**config.mk**
```make
export PLATFORM = sky130hd
export DESIGN_NAME = exec_sequencer
export DESIGN_NICKNAME = d
export VERILOG_FILES = /design/src/rtl/exec_sequencer_pkg.sv /design/src/rtl/exec_sequencer_seq_decode.sv /design/src/rtl/exec_sequencer.sv
export SDC_FILE = /design/constraint.sdc
export NUM_CORES = 1
export LEC_CHECK = 0
export CAP_MARGIN = 40
export CORE_UTILIZATION = 46
export DETAILED_ROUTE_END_ITERATION = 6
export HOLD_SLACK_MARGIN = 0.03
export PLACE_DENSITY = 0.83
export SYNTH_ARGS = -nofsm -noshare
export SYNTH_HDL_FRONTEND = slang
export SYNTH_SLANG_ARGS = --single-unit
```
**constraint.sdc**
```tcl
create_clock -name clk -period 1.95 [get_ports clk]
set_input_delay 0.39 -clock clk [delete_from_list [all_inputs] [get_ports clk]]
set_output_delay 0.39 -clock clk [all_outputs]
set_load 0.03 [all_outputs]
```
**src/rtl/exec_sequencer_pkg.sv**
```systemverilog
// rtl/exec_sequencer_pkg.sv - shared state, opcode/funct and alu_op encodings for the sequencer and ALU
package exec_sequencer_pkg;

    typedef enum logic [2:0] {
        IDLE,
        FETCH,
        DECODE,
        EXEC,
        ADC_WAIT,
        WB,
        HALT
    } state_t;

    localparam logic [5:0] OP_RTYPE = 6'b000000;
    localparam logic [5:0] OP_ADDI  = 6'b001000;
    localparam logic [5:0] OP_ANDI  = 6'b001100;
    localparam logic [5:0] OP_ORI   = 6'b001101;
    localparam logic [5:0] OP_ADC   = 6'b110000;
    localparam logic [5:0] OP_HALT  = 6'b111111;

    localparam logic [5:0] FN_ADD = 6'b100000;
    localparam logic [5:0] FN_AND = 6'b100100;
    localparam logic [5:0] FN_OR  = 6'b100101;
    localparam logic [5:0] FN_XOR = 6'b100110;

    localparam logic [1:0] ALU_ADD = 2'b00;
    localparam logic [1:0] ALU_AND = 2'b01;
    localparam logic [1:0] ALU_OR  = 2'b10;
    localparam logic [1:0] ALU_XOR = 2'b11;

endpackage

```
**src/rtl/exec_sequencer_seq_decode.sv**
```systemverilog
// rtl/exec_sequencer_seq_decode.sv - combinational opcode/funct decoder (seq_decode)
module seq_decode
    import exec_sequencer_pkg::*;
(
    input  logic [5:0] opcode,
    input  logic [5:0] funct,
    output logic [1:0] alu_op,
    output logic       sel_dest,
    output logic       sel_operab,
    output logic       wr_en,
    output logic       is_adc,
    output logic       is_halt
);

    always_comb begin
        alu_op     = ALU_ADD;
        sel_dest   = 1'b0;
        sel_operab = 1'b0;
        wr_en      = 1'b0;
        is_adc     = 1'b0;
        is_halt    = 1'b0;
        case (opcode)
            OP_RTYPE: begin
                wr_en = 1'b1;
                case (funct)
                    FN_ADD:  alu_op = ALU_ADD;
                    FN_AND:  alu_op = ALU_AND;
                    FN_OR:   alu_op = ALU_OR;
                    FN_XOR:  alu_op = ALU_XOR;
                    default: wr_en  = 1'b0;
                endcase
            end
            OP_ADDI, OP_ANDI, OP_ORI: begin
                wr_en      = 1'b1;
                sel_dest   = 1'b1;
                sel_operab = 1'b1;
                alu_op     = (opcode == OP_ADDI) ? ALU_ADD :
                             (opcode == OP_ANDI) ? ALU_AND : ALU_OR;
            end
            OP_ADC:  is_adc  = 1'b1;
            OP_HALT: is_halt = 1'b1;
            default: ;
        endcase
    end

endmodule

```
**src/rtl/exec_sequencer.sv**
```systemverilog
// rtl/exec_sequencer.sv - instruction sequencer FSM, PC and restart logic
// SEQ_ADC_TIMEOUT_EN enables the ADC wait timeout counter and sticky err flag.
module exec_sequencer
    import exec_sequencer_pkg::*;
#(
    parameter int PROG_DEPTH  = 16,
    parameter int ADC_TIMEOUT = 255
) (
    input  logic       clk,
    input  logic       rst,
    input  logic       prog_ready,
    input  logic       tick,
    input  logic [5:0] opcode,
    input  logic [5:0] funct,
    input  logic       adc_done,
    output logic [3:0] pc,
    output logic       ir_load,
    output logic       reg_wr,
    output logic       sel_dest,
    output logic       sel_operab,
    output logic       adc_start,
    output logic [1:0] alu_op,
    output logic       busy,
    output logic       err
);

    state_t     state_q, state_d;
    logic [3:0] pc_q, pc_d;
    logic       pend_q, pend_d;
    logic [1:0] alu_op_q, alu_op_d;
    logic       sel_dest_q, sel_dest_d;
    logic       sel_operab_q, sel_operab_d;
    logic       wr_en_q, wr_en_d;
    logic       adc_start_q, adc_start_d;

    logic [1:0] dec_alu_op;
    logic       dec_sel_dest, dec_sel_operab, dec_wr_en, dec_is_adc, dec_is_halt;
    logic [3:0] pc_inc;

    seq_decode u_decode (
        .opcode     (opcode),
        .funct      (funct),
        .alu_op     (dec_alu_op),
        .sel_dest   (dec_sel_dest),
        .sel_operab (dec_sel_operab),
        .wr_en      (dec_wr_en),
        .is_adc     (dec_is_adc),
        .is_halt    (dec_is_halt)
    );

`ifdef SEQ_ADC_TIMEOUT_EN
    localparam int CNT_W = $clog2(ADC_TIMEOUT + 1);
    logic [CNT_W-1:0] cnt_q, cnt_d;
    logic             err_q, err_d;

    always_ff @(posedge clk or posedge rst) begin
        if (rst) begin
            cnt_q <= '0;
            err_q <= 1'b0;
        end else begin
            cnt_q <= cnt_d;
            err_q <= err_d;
        end
    end

    assign err = err_q;
`else
    logic [31:0] unused_timeout;
    assign unused_timeout = ADC_TIMEOUT;
    assign err = 1'b0;
`endif

    assign pc_inc = (pc_q == 4'(PROG_DEPTH - 1)) ? 4'd0 : pc_q + 4'd1;

    always_comb begin
        state_d      = state_q;
        pc_d         = pc_q;
        pend_d       = pend_q | (tick & (state_q != HALT));
        alu_op_d     = alu_op_q;
        sel_dest_d   = sel_dest_q;
        sel_operab_d = sel_operab_q;
        wr_en_d      = wr_en_q;
        adc_start_d  = 1'b0;
`ifdef SEQ_ADC_TIMEOUT_EN
        cnt_d        = cnt_q;
        err_d        = err_q;
`endif
        case (state_q)
            IDLE:   if (prog_ready) state_d = FETCH;
            FETCH:  state_d = DECODE;
            DECODE: begin
                alu_op_d     = dec_alu_op;
                sel_dest_d   = dec_sel_dest;
                sel_operab_d = dec_sel_operab;
                wr_en_d      = dec_wr_en;
                if (dec_is_adc) begin
                    state_d     = ADC_WAIT;
                    adc_start_d = 1'b1;
`ifdef SEQ_ADC_TIMEOUT_EN
                    cnt_d       = '0;
`endif
                end else if (dec_is_halt) begin
                    state_d = HALT;
                end else begin
                    state_d = EXEC;
                end
            end
            EXEC:   state_d = WB;
            ADC_WAIT: begin
                if (adc_done) begin
                    state_d = WB;
`ifdef SEQ_ADC_TIMEOUT_EN
                end else if (cnt_q == CNT_W'(ADC_TIMEOUT - 1)) begin
                    state_d = WB;
                    err_d   = 1'b1;
                end else begin
                    cnt_d = cnt_q + 1'b1;
`endif
                end
            end
            WB: begin
                // A tick landing in this very cycle restarts just like a pending one.
                pend_d = 1'b0;
                pc_d   = (pend_q || tick) ? 4'd0 : pc_inc;
                if (!prog_ready) begin
                    pc_d    = 4'd0;
                    state_d = IDLE;
                end else begin
                    state_d = FETCH;
                end
            end
            HALT: begin
                if (tick) begin
                    pc_d    = 4'd0;
                    pend_d  = 1'b0;
                    state_d = FETCH;
                end
            end
            default: state_d = IDLE;
        endcase
    end

    always_ff @(posedge clk or posedge rst) begin
        if (rst) begin
            state_q      <= IDLE;
            pc_q         <= 4'd0;
            pend_q       <= 1'b0;
            alu_op_q     <= ALU_ADD;
            sel_dest_q   <= 1'b0;
            sel_operab_q <= 1'b0;
            wr_en_q      <= 1'b0;
            adc_start_q  <= 1'b0;
        end else begin
            state_q      <= state_d;
            pc_q         <= pc_d;
            pend_q       <= pend_d;
            alu_op_q     <= alu_op_d;
            sel_dest_q   <= sel_dest_d;
            sel_operab_q <= sel_operab_d;
            wr_en_q      <= wr_en_d;
            adc_start_q  <= adc_start_d;
        end
    end

    assign pc         = pc_q;
    assign ir_load    = (state_q == FETCH);
    assign reg_wr     = (state_q == WB) && wr_en_q;
    assign adc_start  = adc_start_q;
    assign alu_op     = alu_op_q;
    assign sel_dest   = sel_dest_q;
    assign sel_operab = sel_operab_q;
    assign busy       = (state_q != IDLE) && (state_q != HALT);

endmodule

```
Fig. 1: run 1, sizing map
Drawn at 12 px/µm.
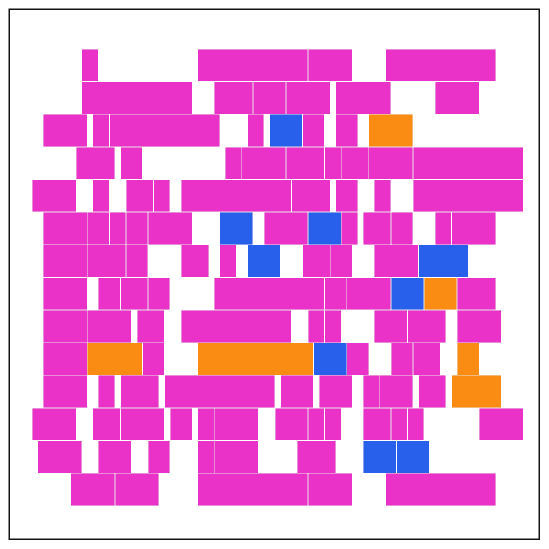
Blue stands for drive 3 to 4, cells 9, share 7.3%. Magenta stands for drive 1 or less, cells 108, share 88%. Orange stands for drive 2, cells 6, share 4.9%.
final worst slack: 0.0798 ns
Non-clk bufs: 33
Final Cell Area: 1130 µm²

Fig. 2: run 1, I/O nets highlighted
Drawn at 6 px/µm.
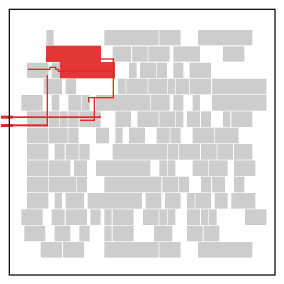
Red stands for `alu_op`, direction output, edge left, end cells 2, buffers 2, wire 63.6 µm.

Fig. 3: run 1, wiring by layer
Drawn at 12 px/µm. Two of the layers only.
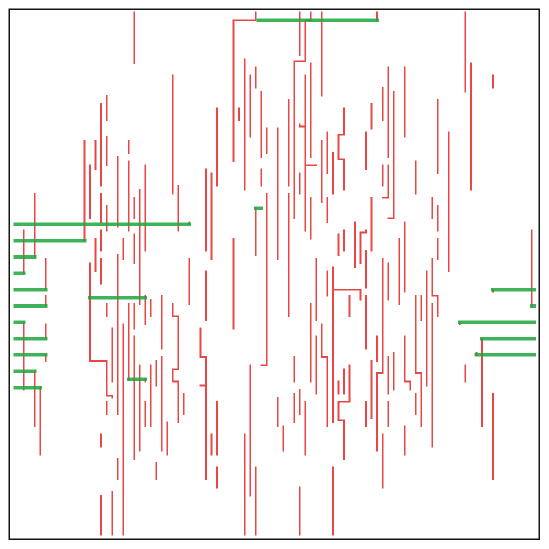
Red stands for met2, wire length 806 µm. Green stands for met3, wire length 72.2 µm.
WL final: 1670 µm
Total GRT Usage: 19.0%
routed len/inst: 12.0 µm
total number of vias: 773

==> run_results.csv, run 1 <==
group,metric,value,unit
run_status,status,"completed",
global_route,grt_util_met2,31.2,%
synth,syn_inst,91,
layout,layout.cells.non_filler,139,
flow_run,warnings,26,
placement,dp_slack,0.00721,ns
layout,drive_above_1_share,12.2,%
power_and_ir_drop,clockPowerShare,12.4,%
clocking,h-tree-depth,1,
synth,netlist_area,813,µm²
power_and_ir_drop,power_leader,"combinational cells",
layout,logic_area,437,µm²
global_route,grt_pass1_wl,2760,µm
routing,met2WireLength,806,µm
clocking,clkSinkCount,13,
placement,place.gp.congestion,0.867,
final_timing,rsz0062_at_grt,"false",
power_and_ir_drop,cellInternalPower,0.749,mW
setup_path,arrival,1.48,ns
clocking,clkTransAtPathRegs,0.08,ns
global_route,grt_max_degree,14,
floorplan,die-width,44.0,µm
routing,wl_met1,780,µm
clocking,clkLatencyLatePin,0.26,ns
layout,fin_util,72.0,%
synth,synthMuxAreaShare,2.62,%
power_and_ir_drop,p_leak,0.521,nW
flow_run,max-cap-violations,0,
global_route,grtUsageMet1,25.2,%
final_timing,tightest_slew,0.627,ns
placement,place_area,1110,µm²
setup_path,slowest_delay,0.47,ns
setup_path,crit_chain,"and3b_1 > and2_2 > dlygate4sd2_1",
min_path,min_path_type,"in -> async",
power_and_ir_drop,total_power,1.28,mW
setup_path,path_depth,3,
synth,ff_type,"dfrtp_1",
setup_path,r2r_start,"state_q[2]",
clocking,cts-root-buf,"clkbuf_4",
run 1: flip-flops by register name, indices dropped and copies added, names as in the netlist:
register    count
pc              4
state_q         3
alu_op          2
adc_start       1
pend_q          1
sel_operab      1
wr_en_q         1
run 1: timing repair:
action	CTS	global route
setup endpoints to repair	3	1
gates cloned	0	0
resized	5	1
run 1: cell usage after synthesis (all sizes together) (2+ instances only):
cell	instances	area [µm²]
dfrtp	13	325
nor2	10	37.5
nand2	6	22.5
a21oi	5	25.0
buf	5	36.3
nand3	5	25.0
o21ai	5	25.0
inv	4	15.0
a31oi	3	18.8
and3	3	23.8
nand2b	3	18.8
a41oi	2	17.5
and2	2	13.8
and3b	2	17.5
nor3	2	10.0
nor3b	2	15.0
o211a	2	20.0
Fig. 4: run 1, cell outlines without signal wires
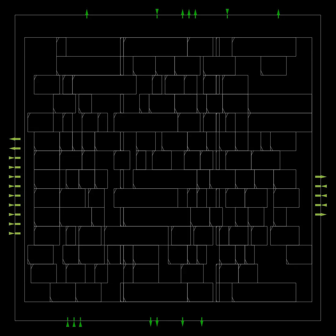

==> inputs of run 2 (changes only) <==
- SETUP_SLACK_MARGIN: unset -> 0.05
Fig. 5: run 2, cell outlines without signal wires
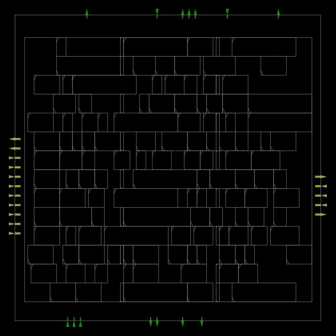
Rows: 14
Seq/total area: 28.8%
Filler Cell Count: 131
flop count: 13
Core ar.: 1580 µm²

==> run_results.csv, run 2 <==
group,metric,value,unit
run_status,status,"completed",
synth,netlist_area,813,µm²
flow_run,warnings,26,
layout,buffers,33,
power_and_ir_drop,power_leader,"combinational cells",
routing,met2WireLength,805,µm
global_route,grt_util_met2,31.2,%
layout,largest_reg_flops,4,
clocking,cts-root-buf,"clkbuf_4",
floorplan,die-width,44.0,µm
final_timing,tightest_slew,0.627,ns
global_route,track_usage,19.0,%
clocking,clkSinkCount,13,
setup_path,slowest_delay,0.49,ns
synth,synthMuxAreaShare,2.62,%
global_route,grtUsageMet1,25.2,%
synth,ff_type,"dfrtp_1",
final_timing,layout_setup_ws,0.134,ns
synth,synthTopCellsByArea,"dfrtp_1, nor2_1, a21oi_1, nand3_1, nand2_1",
global_route,grt_pass1_wl,2760,µm
setup_path,r2r_start,"state_q[2]",
power_and_ir_drop,cellInternalPower,0.751,mW
power_and_ir_drop,clockPowerShare,12.4,%
routing,num_vias,773,
setup_path,path_depth,2,
power_and_ir_drop,total_power,1.29,mW
clocking,h-tree-depth,1,
placement,place.gp.congestion,0.867,
routing,wl_met1,787,µm
clocking,clkTransAtPathRegs,0.08,ns
synth,syn_inst,91,
layout,drive_above_1_share,13.0,%
synth,synth_top_area_share,40.0,%
power_and_ir_drop,p_leak,0.514,nW
min_path,min_path_type,"in -> async",
-- run 2: worst max path at each step --
stage,end,slack [ns],from
global route,ir_load,0.08,state_q[0]
detailed placement,busy,0.007,state_q[1]
finish,ir_load,0.13,state_q[0]
CTS,busy,0.07,state_q[1]
floorplan,ir_load,0.23,state_q[2]
global placement,busy,0.03,state_q[1]
-- run 2: cells by family after synthesis --
family,Yosys count
other,1
buffers and inverters,9
XOR/XNOR,1
flip-flops,13
adder cells (fa/ha/maj),1
AND/OR/NAND/NOR,40
multiplexers,2
AND-OR/OR-AND,24
-- run 2: repair_timing --
item | in CTS | in global routing
endpoints found under the hold margin | 0 | 0
setup endpoints to repair | 3 | 3
gates resized | 6 | 5
buffers inserted | 0 | 0
==> inputs of run 3 (changes only) <==
- HOLD_SLACK_MARGIN: 0.03 -> 0.1
Fig. 6: run 3, sizing map
Drawn at 12 px/µm.
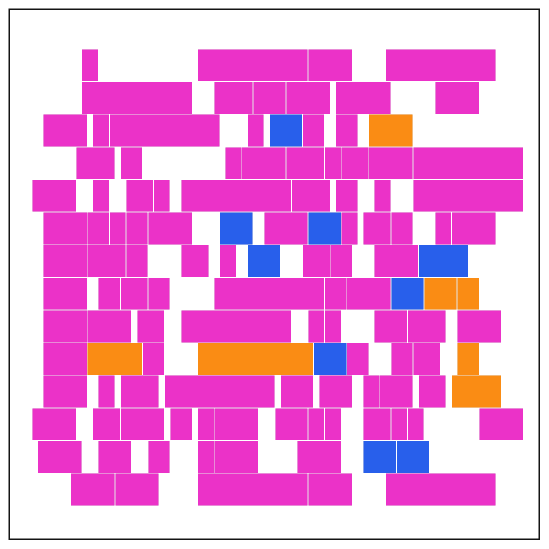
Blue stands for drive 3 to 4, cells 9, share 7.3%. Magenta stands for drive 1 or less, cells 107, share 87%. Orange stands for drive 2, cells 7, share 5.7%.
Area growth syn-to-layout: 39.2%
final worst slack: 0.134 ns
Final Cell Area: 1130 µm²

==> run_results.csv, run 3 <==
group,metric,value,unit
synth,syn_inst,91,
routing,wl_met1,787,µm
synth,top_area_cell,"dfrtp_1",
layout,drive_above_1_share,13.0,%
setup_path,cp-endpoint,"ir_load",
global_route,grt_pass1_wl,2760,µm
synth,synthMuxAreaShare,2.62,%
power_and_ir_drop,power_leader,"combinational cells",
setup_path,path_depth,2,
global_route,grtUsageMet1,25.2,%
routing,wirelength,1680,µm
synth,common_cells,"dfrtp_1, nor2_1, nand2_1, a21oi_1, nand3_1",
global_route,grt_util_met2,31.2,%
clocking,cts-root-buf,"clkbuf_4",
clocking,cts.repair.resized,6,
global_route,grt_max_degree,14,
flow_run,warnings,26,
power_and_ir_drop,total_power,1.29,mW
power_and_ir_drop,cellInternalPower,0.751,mW
setup_path,crit_chain,"nor3b_1 > clkdlybuf4s15_1",
clocking,clkLatencyLatePin,0.26,ns
power_and_ir_drop,p_leak,0.514,nW
floorplan,rows,14,
clocking,clkTransAtPathRegs,0.08,ns
clocking,h-tree-depth,1,
run_status,status,"completed",
setup_path,startpoint,"state_q[0]",
global_route,track_usage,19.0,%
routing,num_vias,773,
synth,synth_top_area_share,40.0,%
setup_path,r2r_start,"state_q[2]",
routing,met2WireLength,805,µm
floorplan,core,1580,µm²
layout,largest_reg_flops,4,
flow_run,max-cap-violations,0,
floorplan,die-width,44.0,µm
-- run 3: cell families (layout without fill, tap and decap cells) --
group | Yosys count | after routing
fa+ha+maj | 1 | 1
buf+inv | 9 | 41
xor+xnor | 1 | 1
mux | 2 | 2
simple gates | 40 | 40
compound gates | 24 | 24
flops | 13 | 13
other cells | 1 | 1
-- run 3: worst register-to-register path: stages, from the launching register on --
cell and delay [ns]:
dfrtp_1 0.44, buf_4 0.18, nor3_1 0.52, nor2_1 0.10, a31oi_1 0.15
-- run 3: layout make-up --
class / instances / area [µm²]
repair buffers: 33 / 308
fillers: 131 / 444
well taps: 16 / 20.0
inverters: 4 / 15.0
clock buffers: 4 / 26.3
flip-flops and latches: 13 / 327
multi-input cells: 69 / 437
